## config.mk

```make
export PLATFORM = sky130hd
export DESIGN_NAME = control_pipeline
export DESIGN_NICKNAME = d
export VERILOG_FILES = /design/src/rtl/control_pipeline.sv
export SDC_FILE = /design/constraint.sdc
export NUM_CORES = 1
export LEC_CHECK = 0
export ABC_AREA = 1
export CORE_MARGIN = 2
export CORE_UTILIZATION = 35
export CTS_CLUSTER_DIAMETER = 40
export DETAILED_ROUTE_END_ITERATION = 16
export HOLD_SLACK_MARGIN = 0.15
export PLACE_DENSITY_LB_ADDON = 0.15
export SLEW_MARGIN = 20
export SYNTH_ARGS = -nofsm -noshare
export SYNTH_HDL_FRONTEND = slang
export SYNTH_SLANG_ARGS = --single-unit
```

## constraint.sdc

```tcl
create_clock -name clk -period 2.75 [get_ports clk]
set_input_delay 0.55 -clock clk [delete_from_list [all_inputs] [get_ports clk]]
set_output_delay 0.55 -clock clk [all_outputs]
set_load 0.05 [all_outputs]
```

## src/rtl/control_pipeline.sv

```systemverilog
// control_pipeline: carries the decoded control bundle through EX/MEM/WB,
// stalls fetch/decode on a load-use hazard, flushes decode on a taken bne
// and keeps a saturating count of the bubbles it inserts into EX.
module control_pipeline #(
  parameter int REG_W = 4,
  parameter int CNT_W = 16
) (
  input  logic             clk,
  input  logic             rst,
  input  logic [19:0]      ctrl_id,
  input  logic [REG_W-1:0] rs1_id,
  input  logic [REG_W-1:0] rs2_id,
  input  logic [1:0]       src_used_id,
  input  logic             src_vec_id,
  input  logic [REG_W-1:0] rd_id,
  input  logic             branch_taken_ex,
  input  logic             hold,
  output logic [19:0]      ctrl_ex,
  output logic [19:0]      ctrl_mem,
  output logic [19:0]      ctrl_wb,
  output logic [REG_W-1:0] rd_ex,
  output logic [REG_W-1:0] rd_mem,
  output logic [REG_W-1:0] rd_wb,
  output logic             stall_fd,
  output logic             flush_fd,
  output logic [CNT_W-1:0] bubble_count
);

  logic [19:0]      ctrl_ex_r, ctrl_mem_r, ctrl_wb_r;
  logic [REG_W-1:0] rd_ex_r, rd_mem_r, rd_wb_r;
  logic [CNT_W-1:0] bubble_count_r;

  logic load_dst_s;   // EX holds a load writing the register file decode reads from
  logic src_hit_s;    // a source actually read in decode matches the EX destination
  logic lu_s;
  logic bubble_s;
  logic stall_s;
  logic flush_s;

  // Load-use hazard: a load in EX whose destination file and address match a used decode source.
  always_comb begin
    load_dst_s = ctrl_ex_r[18] &&
                 ((ctrl_ex_r[17] && !src_vec_id) || (ctrl_ex_r[16] && src_vec_id));
    src_hit_s  = (src_used_id[0] && (rs1_id == rd_ex_r)) ||
                 (src_used_id[1] && (rs2_id == rd_ex_r));
    lu_s       = load_dst_s && src_hit_s;
  end

  // Per-cycle action in priority order: hold, then branch flush, then load-use stall.
  always_comb begin
    stall_s  = 1'b0;
    flush_s  = 1'b0;
    bubble_s = 1'b0;
    if (hold) begin
      stall_s = 1'b1;
    end else if (branch_taken_ex) begin
      flush_s  = 1'b1;
      bubble_s = 1'b1;
    end else if (lu_s) begin
      stall_s  = 1'b1;
      bubble_s = 1'b1;
    end else begin
      stall_s  = 1'b0;
      flush_s  = 1'b0;
      bubble_s = 1'b0;
    end
  end

  // Pipeline registers: all stages advance together unless frozen; bit 19 is never propagated.
  always_ff @(posedge clk or posedge rst) begin
    if (rst) begin
      ctrl_ex_r  <= 20'h00000;
      ctrl_mem_r <= 20'h00000;
      ctrl_wb_r  <= 20'h00000;
      rd_ex_r    <= {REG_W{1'b0}};
      rd_mem_r   <= {REG_W{1'b0}};
      rd_wb_r    <= {REG_W{1'b0}};
    end else if (!hold) begin
      if (bubble_s) begin
        ctrl_ex_r <= 20'h00000;
        rd_ex_r   <= {REG_W{1'b0}};
      end else begin
        ctrl_ex_r <= {1'b0, ctrl_id[18:0]};
        rd_ex_r   <= rd_id;
      end
      ctrl_mem_r <= ctrl_ex_r;
      rd_mem_r   <= rd_ex_r;
      ctrl_wb_r  <= ctrl_mem_r;
      rd_wb_r    <= rd_mem_r;
    end
  end

  // Bubble counter: one per inserted bubble, sticks at all-ones instead of wrapping.
  always_ff @(posedge clk or posedge rst) begin
    if (rst) begin
      bubble_count_r <= {CNT_W{1'b0}};
    end else if (bubble_s && (bubble_count_r != {CNT_W{1'b1}})) begin
      bubble_count_r <= bubble_count_r + {{(CNT_W-1){1'b0}}, 1'b1};
    end
  end

  assign ctrl_ex      = ctrl_ex_r;
  assign ctrl_mem     = ctrl_mem_r;
  assign ctrl_wb      = ctrl_wb_r;
  assign rd_ex        = rd_ex_r;
  assign rd_mem       = rd_mem_r;
  assign rd_wb        = rd_wb_r;
  assign stall_fd     = stall_s;
  assign flush_fd     = flush_s;
  assign bubble_count = bubble_count_r;

endmodule
```

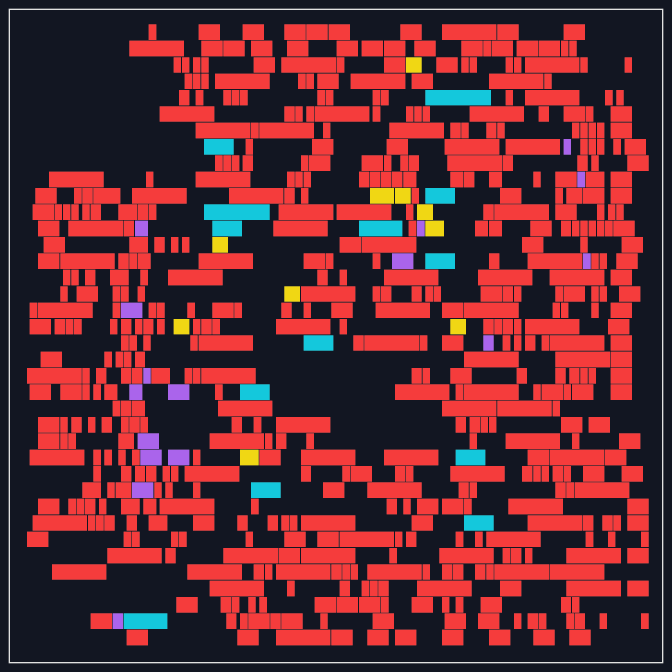
**Above:** drive-strength map.
legend:
  x3 and x4:
    colour: yellow
    cells: 10
    share: 1.7%
    most_used: buf_4
  x6 and larger:
    colour: cyan
    cells: 13
    share: 2.2%
    most_used: clkbuf_8
  x2:
    colour: purple
    cells: 16
    share: 2.7%
    most_used: inv_2
  x1 and smaller:
    colour: red
    cells: 544
    share: 93%
    most_used: nand2_1

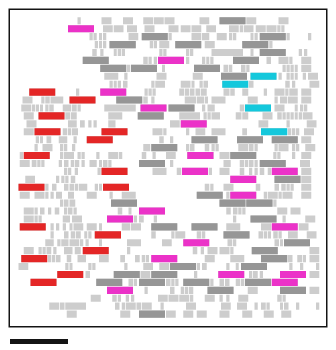
**Above:** register map, names as in the netlist.
Bar = 20 um. Other sequential cells in the stronger grey, the rest of the logic in the fainter grey.
legend:
  `bubble_count`:
    colour: red
    placed_flops: 16
  `ctrl_mem`:
    colour: magenta
    placed_flops: 19
  `rd_ex`:
    colour: cyan
    placed_flops: 4
    where: north-east

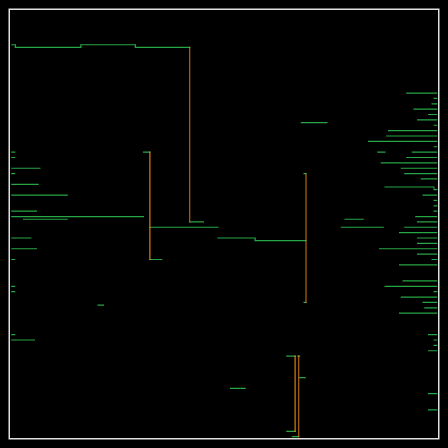
**Above:** signal wires by layer.
Two of the layers only.
legend:
  M3:
    colour: green
    wire_length: 489 um
  M4:
    colour: orange
    wire_length: 144 um

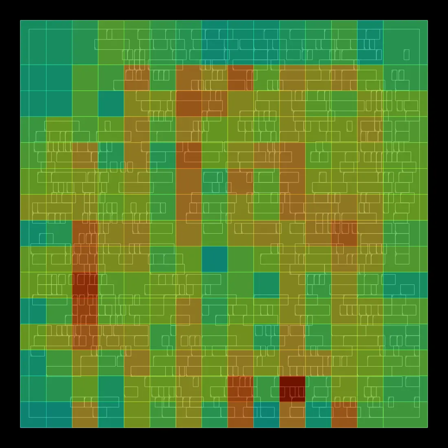
**Above:** track usage over the die.
All-Layer GR Usage: 0.171
routed len/inst: 13.5 um
met2 capacity usage during global routing: 0.272
Util after Layout: 0.502
met3 Resource Use GR: 0.0319

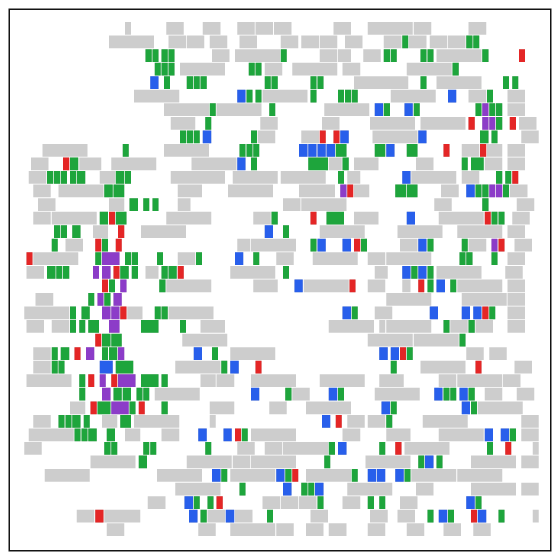
**Above:** selected gate families.
legend:
  aoi and oai cells:
    colour: blue
    cells: 61
  inv cells:
    colour: red
    cells: 43
  nor cells:
    colour: purple
    cells: 22
  nand cells:
    colour: green
    cells: 214
    where: all over the die

==> summary.txt <==
Summary of the current implementation state.

- Multi-input logic gates represent a cell area share of 0.261.
- At the pin with the least slew margin, the transition time is 0.603 ns.
- The number of global-route vias before repair is 3169, for reference.
- The leakage dissipation is 2.46 nW, for reference.
- The timing report lists the critical path depth as 10 cells.
- The iteration tally of the first detailed-router pass is 4, for reference.
- For this design the total switching power over the nets is ~1.3 mW.
- The summed standard-cell area reported by yosys is approximately 3800 um2, for reference.
- The root buffer cell chosen for the clock tree is sky130_fd_sc_hd__clkbuf_8.
- The total power per unit cell area is 659 nW/um2, for reference.
- STA puts the critical path data arrival time at 2.05 ns.
- The residual antenna-violating net count after detailed routing is 0, for reference.
- In this run the register-to-register setup slack is 0.89 ns.
- In the final run the clock tree shows a worst skew of 0.0133 ns.
- For reference, the critical path is launched at rs2_id[2].
- Per the repair_timing log after CTS, setup buffers inserted total 0.
- TritonCTS built the clock tree.
- The die height is roughly 110 um, for reference.
- Across the placement rows, the number of tap cells is 140.
- For this run, the register share of the synthesized area comes to 0.557.
- The gate family responsible for the most delay along the worst path is buffers and inverters, for reference.
- The cell internal power dissipation is approximately 2.2 mW, for reference.
- The report puts the cell count of the worst reg-to-reg path at 7.
- The required time at the worst endpoint is listed as 2.20 ns.
- The flow ran to the end, and the final reports show no timing, DRC or antenna violations.
Power is estimated from default activity; no workload was simulated.
